File: config.mk
export PLATFORM = sky130hd
export DESIGN_NAME = subblock_serializer
export DESIGN_NICKNAME = d
export VERILOG_FILES = /design/src/rtl/subblock_serializer.sv
export SDC_FILE = /design/constraint.sdc
export NUM_CORES = 1
export LEC_CHECK = 0
export ABC_AREA = 0
export CORE_MARGIN = 2
export CORE_UTILIZATION = 53
export DETAILED_ROUTE_END_ITERATION = 6
export GPL_TIMING_DRIVEN = 0
export HOLD_SLACK_MARGIN = 0.1
export PLACE_DENSITY = 0.84
export SYNTH_ARGS = -nofsm -noshare
export SYNTH_HDL_FRONTEND = slang
export SYNTH_SLANG_ARGS = --single-unit
File: constraint.sdc
create_clock -name clk -period 3.7 [get_ports clk]
set_clock_uncertainty 0.2 [all_clocks]
set_input_delay 0.74 -clock clk [delete_from_list [all_inputs] [get_ports clk]]
set_output_delay 0.74 -clock clk [all_outputs]
set_load 0.02 [all_outputs]
File: src/rtl/subblock_serializer.sv
// Serializes three encoder subblocks as interleaved bytes over a valid/ready stream.
// Optional trailing XOR parity byte when SERIALIZER_PARITY_EN is defined.
module subblock_serializer (
    input  logic       clk,
    input  logic       reset,
    input  logic       computation_done,
    input  logic [7:0] blk_len,
    input  logic [7:0] q0,
    input  logic [7:0] q1,
    input  logic [7:0] q2,
    output logic [2:0] rdreq_subblock,
    output logic [7:0] out_data,
    output logic       out_valid,
    input  logic       out_ready,
    output logic       out_last,
    output logic       busy,
    output logic       done
);

    localparam int unsigned DW = 8;
    localparam int unsigned LW = 8;
    localparam int unsigned KW = 2;
    localparam int unsigned NSUB = 3;

`ifdef SERIALIZER_PARITY_EN
    typedef enum logic [2:0] {IDLE, REQ, CAPT, OUT, PAR, DONE} state_t;
    logic [DW-1:0] par_acc;
`else
    typedef enum logic [2:0] {IDLE, REQ, CAPT, OUT, DONE} state_t;
`endif

    state_t        state;
    logic [LW-1:0] len_q;
    logic [LW-1:0] idx_i;
    logic [KW-1:0] idx_k;
    logic [KW-1:0] next_k_c;
    logic          final_byte_c;
    logic [DW-1:0] q_sel_c;

    assign final_byte_c = (idx_i == len_q - LW'(1)) && (idx_k == KW'(NSUB - 1));
    assign next_k_c     = (idx_k == KW'(NSUB - 1)) ? KW'(0) : idx_k + KW'(1);

    // Read data of the subblock requested last cycle
    always_comb begin
        q_sel_c = q0;
        case (idx_k)
            2'd1:    q_sel_c = q1;
            2'd2:    q_sel_c = q2;
            default: q_sel_c = q0;
        endcase
    end

    // Control FSM with registered outputs; rdreq is loaded on entry to REQ so it is high only there
    always_ff @(posedge clk or negedge reset) begin
        if (!reset) begin
            state          <= IDLE;
            len_q          <= '0;
            idx_i          <= '0;
            idx_k          <= '0;
            rdreq_subblock <= '0;
            out_data       <= '0;
            out_valid      <= 1'b0;
            out_last       <= 1'b0;
            busy           <= 1'b0;
            done           <= 1'b0;
`ifdef SERIALIZER_PARITY_EN
            par_acc        <= '0;
`endif
        end else begin
            done <= 1'b0;
            case (state)
                IDLE: begin
                    if (computation_done) begin
                        busy <= 1'b1;
`ifdef SERIALIZER_PARITY_EN
                        par_acc <= '0;
`endif
                        if (blk_len != LW'(0)) begin
                            len_q          <= blk_len;
                            idx_i          <= '0;
                            idx_k          <= '0;
                            rdreq_subblock <= 3'b001;
                            state          <= REQ;
                        end else begin
                            done  <= 1'b1;
                            state <= DONE;
                        end
                    end
                end
                REQ: begin
                    rdreq_subblock <= '0;
                    state          <= CAPT;
                end
                CAPT: begin
                    out_data  <= q_sel_c;
                    out_valid <= 1'b1;
`ifdef SERIALIZER_PARITY_EN
                    out_last  <= 1'b0;
`else
                    out_last  <= final_byte_c;
`endif
                    state     <= OUT;
                end
                OUT: begin
                    if (out_ready) begin
                        out_valid <= 1'b0;
                        out_last  <= 1'b0;
`ifdef SERIALIZER_PARITY_EN
                        par_acc   <= par_acc ^ out_data;
`endif
                        if (final_byte_c) begin
`ifdef SERIALIZER_PARITY_EN
                            state <= PAR;
`else
                            done  <= 1'b1;
                            state <= DONE;
`endif
                        end else begin
                            idx_k          <= next_k_c;
                            idx_i          <= (idx_k == KW'(NSUB - 1)) ? idx_i + LW'(1) : idx_i;
                            rdreq_subblock <= 3'(3'b001 << next_k_c);
                            state          <= REQ;
                        end
                    end
                end
`ifdef SERIALIZER_PARITY_EN
                // First cycle presents the accumulator, then waits for the handshake
                PAR: begin
                    if (!out_valid) begin
                        out_data  <= par_acc;
                        out_valid <= 1'b1;
                        out_last  <= 1'b1;
                    end else if (out_ready) begin
                        out_valid <= 1'b0;
                        out_last  <= 1'b0;
                        done      <= 1'b1;
                        state     <= DONE;
                    end
                end
`endif
                DONE: begin
                    busy  <= 1'b0;
                    state <= IDLE;
                end
                default: state <= IDLE;
            endcase
        end
    end

endmodule

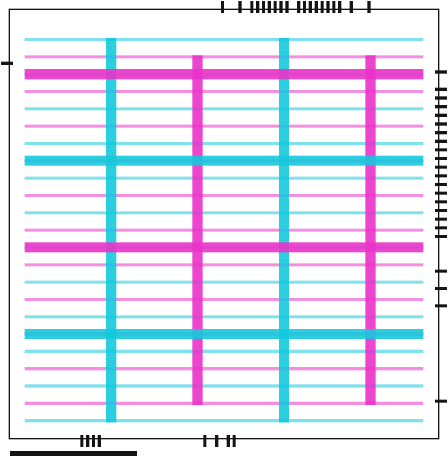
Fig. 1. Floorplan with the power grid.
Bar = 20 um. Pins as bars on the die edge.
- VSS: cyan
- VDD: magenta
- met5 straps: 4
- signal pins: 51
- rows: 22
- met1 rails: 23
- met4 straps: 4
horizontal die dimension: 67.2 um
core area: 3740 sq um
Peak VDD IR: 0.000350 V
die height: 67.2 um

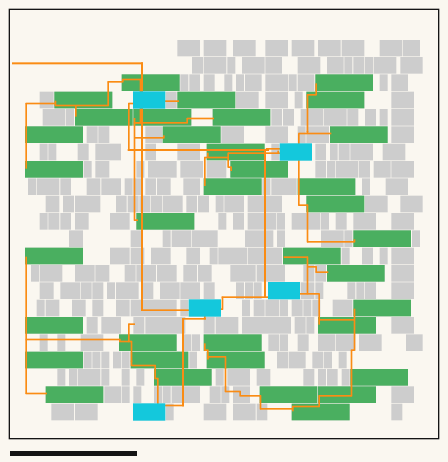
Fig. 2. Routed clock nets over the placement.
Bar = 20 um.
- flip-flops: green (count 36)
- cells driving clock nets: cyan (count 5)
- clock wires: orange (length 452 um)
- flops lie: spread over the die

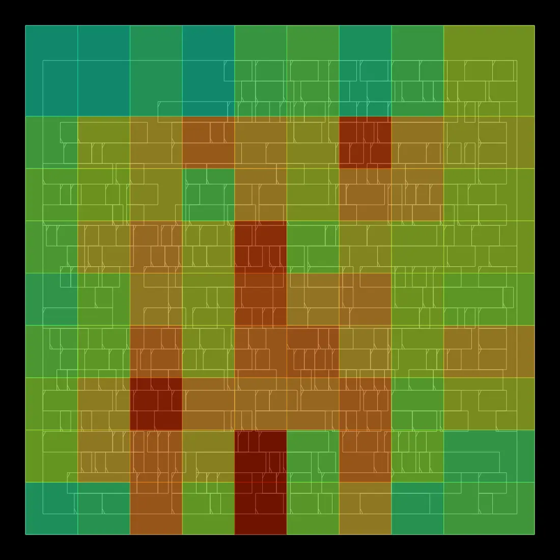
Fig. 3. Track usage over the die.
met3 Usage GRT: 6.50%
total global-route track usage: 26.4%
drt wl/cell: 15.5 um
M2 GR Usage: 44.1%
GRT busiest layer: met2

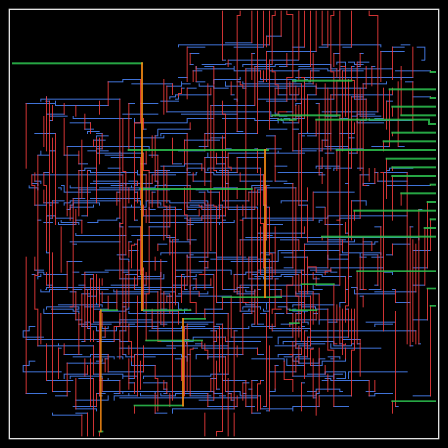
Fig. 4. Wiring by layer.
- met3: green (wire length 283 um)
- met1: blue (wire length 2300 um)
- met2: red (wire length 2650 um)
- met4: orange (wire length 94.5 um)

==> impl_metrics.csv <==
group,metric,value,unit
worst_hold_path,hold_depth,2,
cts,numCtsBuffers,5,
detailed_routing,vias_per_cell,5.74,
yosys,ys_ff,36,
final_layout,clock_buffers,6,
final_timing,slew_headroom,46.9,%
final_timing,final.setup.tns,0,ns
setup_path,required,3.70,ns
final_timing,tightest_slew,0.797,ns
final_layout,n_all_inverters,7,
detailed_routing,dr_wl_met3,283,um
cts,cts.sinks,36,
setup_path,path_common_cell,"o21ai_0",
final_layout,comb_area,1140,sq um
yosys,ys_warn_count,0,
yosys,xor_area_share,3.31,%
yosys,syn_area_per_cell,8.82,sq um
place,post-dp-hpwl,4050,um
power_and_ir_drop,intPower,1.12,mW
final_timing,report.final.slew_viol_count,0,
final_layout,layout.nonclk_buf_share,19.8,%
power_and_ir_drop,p_sw,867,uW
cts,cts.repair.resized,0,
power_and_ir_drop,seqPwrFrac,33.4,%
final_layout,area_growth_syn_to_layout,29.9,%
cts,hold_buffers,0,
detailed_routing,met2_length,2650,um
place,io_buffers,50,
setup_path,crit_cells,7,
worst_hold_path,min_path_type,"flop to flop",
setup_path,end_kind,"flop",
yosys,yosys.area_share.adder,3.55,%
final_layout,largestClassByArea,"combinational gates",
final_timing,setup_viol,0,
setup_path,startpoint_type,"input pin",
cts,cts_setup_buffers,0,
cts,cts_root_buffer,"clkbuf_8",
power_and_ir_drop,power-per-cell-area,721,nW/um^2
setup_path,cpLargestDelayFamily,"AND-OR/OR-AND gates",
cts,cts_buffer_depth,2,
global_routing,grt_pass1_vias,1844,
final_timing,layout_worst_path_cycle_share,81.8,%
final_timing,fmax,330,MHz
yosys,yosysSeqAreaShare,42.6,%
setup_path,cp_slowest_cell,"a21oi_1",
floorplan,core.rowCount,22,
yosys,syn_area,2120,sq um
yosys,ys_cells,240,
power_and_ir_drop,power_leakage,1.19,nW
worst_hold_path,hold_end,"out_data[5]",
power_and_ir_drop,clock_power_share,13.0,%
final_timing,post-route-min-period,3.03,ns
yosys,topCombFamilyByArea,"simple AND/OR/NAND/NOR gates",
place,gp_congestion,0.829,
final_layout,comb_area_share,41.4,%
yosys,synth_top_flop_cell,"dfrtp_1",
final_layout,nets,339,
detailed_routing,drtIter0Drc,161,
cts,cts.clk_slew.worst_paths,0.07,ns
final_layout,antenna_cells,0,
setup_path,critPathMaxStageDelay,0.54,ns
yosys,synth_top_cell_by_count,"nand2_1",
detailed_routing,drt-met1-wl,2300,um
detailed_routing,highest_layer,"met4",
setup_path,worstSetupStartpoint,"computation_done",
yosys,ys_async_sr_fraction,100,%
power_and_ir_drop,pwr-share-comb,53.5,%
cts,insertion_delay,0.29,ns
global_routing,grt_max_degree,37,
detailed_routing,drt_wl_total,5330,um
floorplan,num_io_pins,51,
setup_path,reg2reg_slack,0.88,ns
yosys,ys_top_cells_by_count,"nand2_1 (49), dfrtp_1 (36), o21ai_0 (29)",
yosys,synthSimpleGateAreaFrac,23.0,%
floorplan,nWellTaps,48,
global_routing,grt_pass1_wl,8710,um
final_timing,rsz0062_at_grt,"no",
final_timing,report.final.hold_viol_count,0,
run,maxCapViolCount,0,
detailed_routing,dr.pass1.iters,4,
final_layout,seqAreaFraction,32.8,%
cts,cts.htree.levels,2,
yosys,synth_chip_area,2120,sq um
setup_path,critical_path_class,"input pin to flop",
setup_path,rr_startpoint,"len_q[0]",
global_routing,gr-total-overflow,0,
yosys,largest_area_cell,"dfrtp_1",
floorplan,floorplan.core_util,56.5,%
setup_path,crit_arrival,3.03,ns
run,warnings,29,
yosys,synthMuxAreaShare,3.37,%
worst_hold_path,hp-start,"out_data[5]",
final_layout,flop-count,36,
detailed_routing,ant_nets,0,
final_layout,drive_gt1_share,5.05,%
yosys,ys_sh_aoi,20.6,%
outcome,status,"complete, no violations",
yosys,netlist.area_leader.share,42.6,%
yosys,topCellsByArea,"dfrtp_1 (43%), nand2_1 (8.7%), o21ai_0 (6.9%)",
setup_path,path_buffers,1,
setup_path,reg2reg_depth,7,
global_routing,grt_antenna_before_repair,0,
yosys,synthCells,240,
final_layout,nFillCells,304,
global_routing,grt_use_met1,32.9,%
final_layout,clk_share,2.82,%
final_layout,buffers,61,
setup_path,r2r-end,"rdreq_subblock[0]",
final_layout,seqCellArea,901,sq um
setup_path,crit_end,"idx_i[6]",
yosys,synth_nets,282,
final_layout,reg_top3,"idx_i x8, len_q x8, out_data x8",
setup_path,cp_cell_sequence,"clkdlybuf4s50_1 > nor3b_1 > o21ai_0 > a21oi_1 > nand3_1 > a2111o_1 > o21ai_0",
setup_path,crit_fanout,9,
power_and_ir_drop,switching_share,43.7,%
yosys,synth-edff-count,0,
final_layout,final_cell_mix,"nand2_1 (49), clkdlybuf4s50_1 (49), dfrtp_1 (36)",
yosys,synth_cell_types,48,
detailed_routing,drcViolationCount,0,
final_layout,comb_cells,186,
floorplan,die_area,4510,sq um
cts,cts_tree,"done",
power_and_ir_drop,power,1.98,mW
detailed_routing,via_count,1979,
stage by stage:
step	setup slack (ns)	hold slack (ns)	utilization, %	instances	cell area (sq um)
2_1_floorplan	1.12	0.244	-	240	2120
4_1_cts	0.639	0.284	73.4	345	2750
3_3_place_gp	0.385	0.261	71.5	338	2680
6_report	0.672	0.280	73.4	345	2750
3_5_place_dp	0.338	0.269	71.4	338	2670
5_1_grt	0.294	0.310	73.4	345	2750
power by group through the flow:
stage          clock (mW)  combinational [mW]  sequential, mW
2_1_floorplan           0               0.621           0.724
3_3_place_gp            0                1.03           0.663
3_5_place_dp            0                1.06           0.664
4_1_cts             0.267                1.07           0.659
5_1_grt             0.284                1.19           0.684
6_report            0.258                1.06           0.663
Power and IR drop assume default switching activity.
